==> run_1/metal_stack.png <==
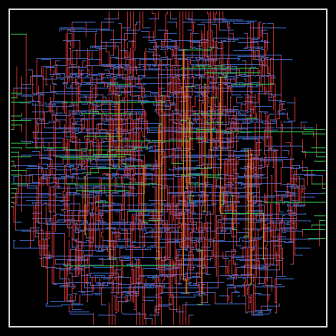
==> run_1/final_congestion.png <==
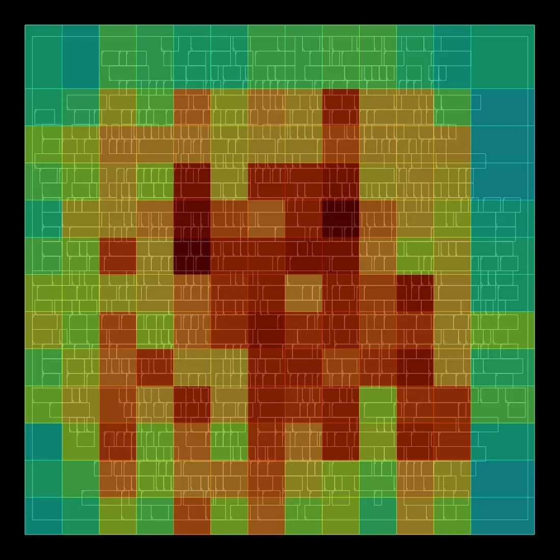
==> run_1/density.png <==
9 x 9 tiles, from white (low) to dark blue (high), 0 to 100% covered.
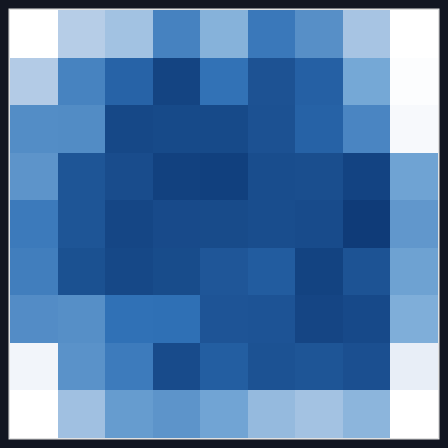
==> config.mk <==
export PLATFORM = sky130hd
export DESIGN_NAME = user_id_reader
export DESIGN_NICKNAME = d
export VERILOG_FILES = /design/src/rtl/user_id_pkg.sv /design/src/rtl/user_id_bit_timer.sv /design/src/rtl/user_id_reader.sv
export SDC_FILE = /design/constraint.sdc
export NUM_CORES = 1
export LEC_CHECK = 0
export ABC_AREA = 1
export CAP_MARGIN = 20
export CORE_UTILIZATION = 47
export DETAILED_ROUTE_END_ITERATION = 6
export PLACE_DENSITY = 0.76
export SLEW_MARGIN = 0
export SYNTH_ARGS = -nofsm -noshare
export SYNTH_HDL_FRONTEND = slang
export SYNTH_HIERARCHICAL = 1
export SYNTH_SLANG_ARGS = --single-unit
==> constraint.sdc <==
create_clock -name wb_clk_i -period 1.4 [get_ports wb_clk_i]
set_input_delay 0.28 -clock wb_clk_i [delete_from_list [all_inputs] [get_ports wb_clk_i]]
set_output_delay 0.28 -clock wb_clk_i [all_outputs]
set_load 0.01 [all_outputs]
==> impl_metrics.py, run 1 <==
# Synthesis and PnR figures
metrics = {
    "status": {
        "outcome": "complete, but fails checks",
        "violations": "setup timing",
    },
    "layout": {
        "postLayoutCellArea_sq_um": 6040,
        "comb_share": 0.379,
        "dominant_cells": "combinational gates",
        "multi_input_comb_cells": 441,
        "flop-count": 83,
        "final_nets": 812,
        "largest_reg_flops": 32,
        "comb_area_sq_um": 2290,
        "fin_cells": 883,
    },
    "hold_path": {
        "hp-class": "input pin to flop",
    },
    "pwr": {
        "pwr-share-comb": 0.476,
        "p_switching_mw": 3.81,
        "powerComb_mw": 4.39,
        "p_clk_mw": 1.54,
    },
    "setup_path": {
        "max_stage_delay_ns": 0.35,
        "path_class": "flop to flop",
        "cp-end-kind": "flop",
        "path_max_fanout": 8,
        "cp.arrival_ns": 1.80,
        "path_delay_family": "buffers and inverters",
    },
    "sta": {
        "clock.fmax_mhz": 645,
        "setup-violations-final": 70,
        "setup_ws_ns": -0.149,
        "whs_ns": 0.369,
        "period_minus_slack_ns": 1.55,
        "clock_skew_ns": 0.00680,
    },
    "grt": {
        "grt_pass1_wl_microns": 17700,
        "antenna_found_initial": 0,
    },
    "placement": {
        "dp_hpwl_microns": 6940,
        "dpl_cell_area_sq_um": 5260,
    },
    "cts": {
        "cts_root_buf": "clkbuf_8",
        "cts_tree": "built",
        "clock-sinks": 83,
        "cts_buffer_depth": 2,
        "cts_setup_buffers": 7,
    },
    "synthesis": {
        "aoi_share": 0.129,
        "synthesis.nets": 679,
        "ys_types": 23,
        "ys.flop_type": "dfxtp_1",
        "yosysWarnings": 6,
        "simple_gate_share": 0.308,
        "yosysMostFrequentCell": "nand2_1",
        "yosys_area_sq_um": 4030,
        "top_logic_kind": "simple AND/OR/NAND/NOR gates",
        "synth_area_sq_um": 4030,
    },
    "floorplan": {
        "ioPinCount": 76,
        "rows": 33,
        "die-width_microns": 94.6,
    },
    "detailed_routing": {
        "wl_met3_microns": 632,
        "vias_per_cell": 5.05,
        "drt-pass1-iter-count": 5,
        "final_antenna_net_count": 0,
        "dr.max_layer_used": "met4",
    },
}
Back to the opening pictures, metal_stack.png:
blue -> met1  # wire length 5130 microns
red -> met2  # wire length 6320 microns
orange -> met4  # wire length 496 microns
green -> met3  # wire length 632 microns
Global Route Usage Sum: 0.251
final wirelength: 12600 microns

Back to the opening pictures, final_congestion.png:
busiest grt layer: met2
Avg WL per Cell: 14.3 microns
met2 usage: 0.448

Back to the opening pictures, density.png:
fullest tile = 96%
emptiest ninth of the die = top right
tiles over 75% full = 48%
final core occ: 0.731
fp_density: 0.488
core area: 8260 sq um

==> run_1/met2.png <==
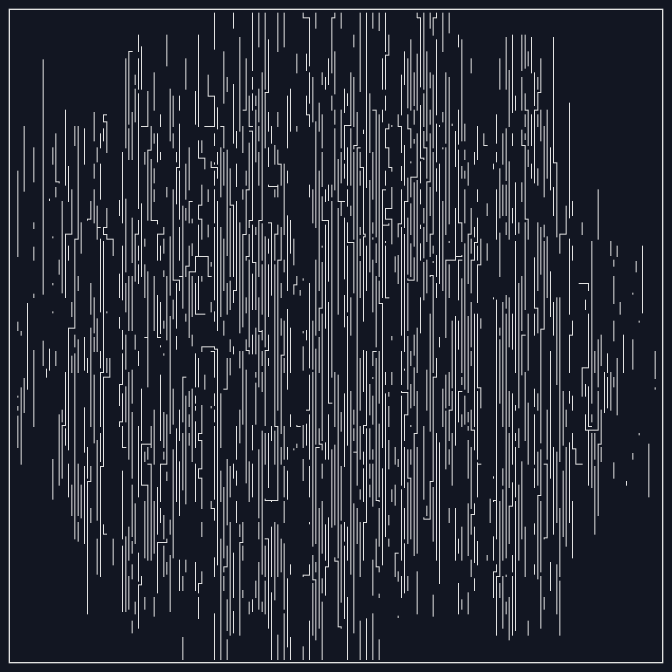

==> inputs of run 2 (changes only) <==
Settings changed: REMOVE_ABC_BUFFERS from default to 1.
==> run_2/met2.png <==
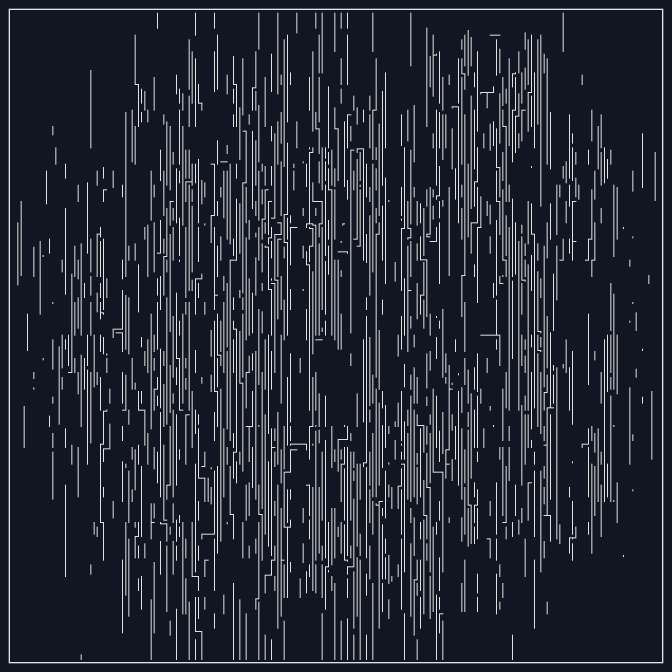
main direction = vertical
longest straight run = 26.5 microns
nets with wire on the layer = 680
final wirelength: 11500 microns
number of vias in the routed layout: 4415

==> run_2/metal_stack.png <==
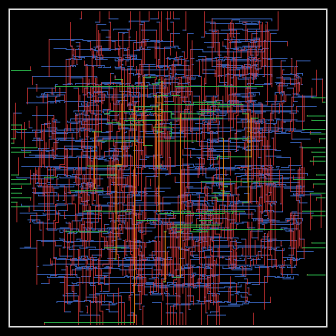
orange -> met4  # wire length 345 microns
green -> met3  # wire length 631 microns
blue -> met1  # wire length 4750 microns
red -> met2  # wire length 5780 microns
Avg WL per Cell: 13.0 microns
Global Route Usage Sum: 0.258

==> run 2 against run 1 <==
The run still ends with setup timing left. Sequential cell count stayed put. Cell count stayed put. Combinational power is 5.2% higher. Setup slack worse by 0.0016 ns. Total power is 3.9% higher. Sequential power hardly changed. Highest routed layer unchanged.
==> impl_metrics.py, run 2 <==
# Synthesis and PnR figures
metrics = {
    "status": {
        "outcome": "complete, but fails checks",
        "violations": "setup timing",
    },
    "setup_path": {
        "path_class": "flop to flop",
        "cp-end-kind": "flop",
        "cp.arrival_ns": 1.80,
        "max_stage_delay_ns": 0.34,
        "path_max_fanout": 8,
    },
    "sta": {
        "whs_ns": 0.466,
        "setup_ws_ns": -0.151,
        "setup-violations-final": 36,
    },
    "floorplan": {
        "ioPinCount": 76,
        "fp_util": 0.488,
        "die-width_microns": 94.6,
        "rows": 33,
    },
    "hold_path": {
        "hp-class": "flop to flop",
    },
    "layout": {
        "flop-count": 83,
        "comb_share": 0.379,
        "largest_reg_flops": 32,
        "fin_cells": 883,
        "postLayoutCoreUtil": 0.727,
        "final_nets": 814,
        "multi_input_comb_cells": 441,
    },
    "grt": {
        "use_met2": 0.456,
        "grt_pass1_wl_microns": 18000,
        "gr-max-usage-layer": "met2",
    },
    "cts": {
        "numCtsBuffers": 9,
        "cts_tree": "built",
    },
    "synthesis": {
        "top_logic_kind": "simple AND/OR/NAND/NOR gates",
        "aoi_share": 0.129,
        "ys_types": 23,
        "yosysMostFrequentCell": "nand2_1",
        "synth_area_sq_um": 4030,
        "yosys_area_sq_um": 4030,
        "simple_gate_share": 0.308,
        "top_area_cell": "dfxtp_1",
        "ys.flop_type": "dfxtp_1",
    },
    "pwr": {
        "cellLeakagePower_nw": 2.90,
        "p_clk_mw": 1.69,
        "powerComb_mw": 4.62,
        "pwr-share-comb": 0.482,
    },
    "detailed_routing": {
        "final_antenna_net_count": 0,
        "wl_met3_microns": 630,
        "dr.max_layer_used": "met4",
        "vias_per_cell": 5.00,
        "drt-pass1-iter-count": 5,
    },
    "placement": {
        "dp_hpwl_microns": 7030,
    },
}
No activity file was given, so power comes from the tool's default toggle rates.
